Figure 1. Signal wires by layer.
Two of the layers only.
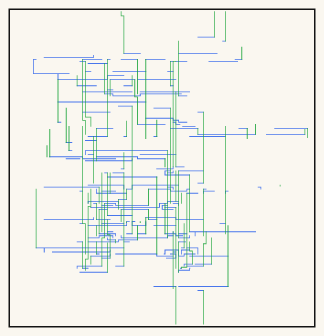
Figure 2. Wire density map.
The die is cut into 10 by 11 equal tiles; dark blue is low, red is high, scaled to the fullest tile. Values are wire area over tile area, all layers added.
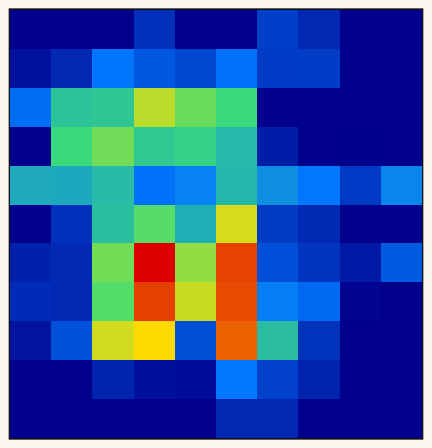
Figure 3. The clock network.
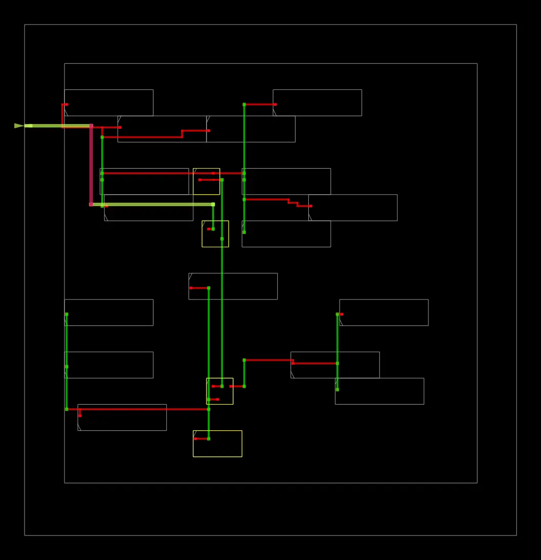
Figure 4. Nets reached from selected ports.
Bar = 20 µm.
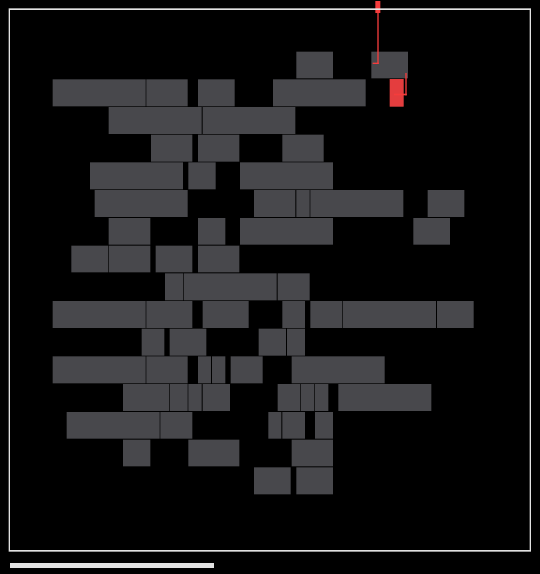
==> config.mk <==
export PLATFORM = sky130hd
export DESIGN_NAME = serial_word_rx
export DESIGN_NICKNAME = d
export VERILOG_FILES = /design/src/rtl/serial_word_rx.sv
export SDC_FILE = /design/constraint.sdc
export NUM_CORES = 1
export LEC_CHECK = 0
export ABC_CLOCK_PERIOD_IN_PS = 5100
export CORE_AREA = 4 4 47 49
export DETAILED_ROUTE_END_ITERATION = 10
export DIE_AREA = 0 0 51 53
export MAX_ROUTING_LAYER = met4
export PLACE_DENSITY = 0.64
export SYNTH_ARGS = -nofsm -noshare
export SYNTH_HDL_FRONTEND = slang
export SYNTH_SLANG_ARGS = --single-unit
==> constraint.sdc <==
create_clock -name clk -period 5.1 [get_ports clk]
set_clock_uncertainty 0.2 [all_clocks]
set_input_delay 1.53 -clock clk [delete_from_list [all_inputs] [get_ports clk]]
set_output_delay 1.53 -clock clk [all_outputs]
set_load 0.02 [all_outputs]
==> run notes <==
Implementation progress

The flow ran to the end, and the final reports show no timing, DRC or antenna violations. The number of multi-input combinational cells in the layout stands at 32. The diode insertion count for antenna repair stands at 0. For reference, the top cells by area after synthesis are sky130_fd_sc_hd__dfrtp_1 (58%), sky130_fd_sc_hd__mux2_2 (15%), sky130_fd_sc_hd__inv_1 (2.2%). The initial antenna violation count came to 0.

The detailed router used layers up to and including met4. Per the OpenROAD floorplan log, the height of the die is 53 µm. The delay of the slowest cell on the worst path stands at 0.62 ns. Looking at the clock tree report, the root buffer type is sky130_fd_sc_hd__clkbuf_4.

The final critical path takes up 58.4% of the cycle. The critical path depth in cells stands at 1. The fraction of synthesized cell area in xor and xnor cells stands at 0%. In the layout the commonest cells are sky130_fd_sc_hd__dfrtp_1 (16), sky130_fd_sc_hd__clkdlybuf4s50_1 (10), sky130_fd_sc_hd__mux2_2 (9), sky130_fd_sc_hd__inv_1 (4). Summing the areas of all fa, ha and maj instances in the mapped netlist gives under 10% of the synthesized area. The tightest min-delay check is of the flip-flop to flip-flop type.

The number of hold-repair buffers added at the cts stage stands at 0. The fraction of area in multi-input gates stands at 31.6%. The reported sequential group power stands at 0.216 mW. No sink is reached through more buffers than the 2 on the longest clock path. The number of iterations in the first detailed-routing pass stands at 4. The worst setup path is launched from a flip-flop. The number of cells traversed by the worst register-to-register path stands at 4. After detailed routing, the number of remaining DRC violations is 0. The core outline area stands at 1860 µm². The wire length of the first global-routing pass stands at 2.03 mm.

The post-route total power stands at 0.479 mW. The worst vdd rail ir drop stands at 0.000269 V. The worst-case headroom to the max-slew limit stands at 61.1%. The number of placed instances, taps included, is 89.

The via count of the first global-routing pass stands at about 460. In the final layout, the share of cells above drive strength 1 is 25.8%. For the combinational group, total power comes out at 0.181 mW. The wire length on met3 stands at about 41 µm. The netlist uses 23 different library cells. The share of final layout cell area taken by non-clock buffers stands at 11.7%.
-- Figure 1 (at the start) --
M1: drawn in blue, wire length 579 µm. M2: drawn in green, wire length 548 µm.
GRT Resource Usage Total: 10.6%
routed length per instance: 12.7 µm
overall via count from detail_route: 436
DRT Wirelength: 1.18 mm

-- Figure 2 (at the start) --
The emptiest ninth of the die: upper right. The densest ninth of the die: centre. 33% of the tiles are nearly empty. 14% of the tiles are over half the peak. The fullest tile reaches 0.31. The mean over all tiles is 0.067.

-- Figure 3 (at the start) --
CTS sink count: 16
number of sequential cells in the layout: 16
number of clock-tree buffers in the layout: 4
clk pwr: 0.0818 mW
Num CTS Buffers: 3

-- Figure 4 (at the start) --
`reset`: drawn in red, direction input, edge top, end cells 1, wire 8.60 µm.
number of port buffers: 10
io pins: 11

Power is estimated from default activity; no workload was simulated.
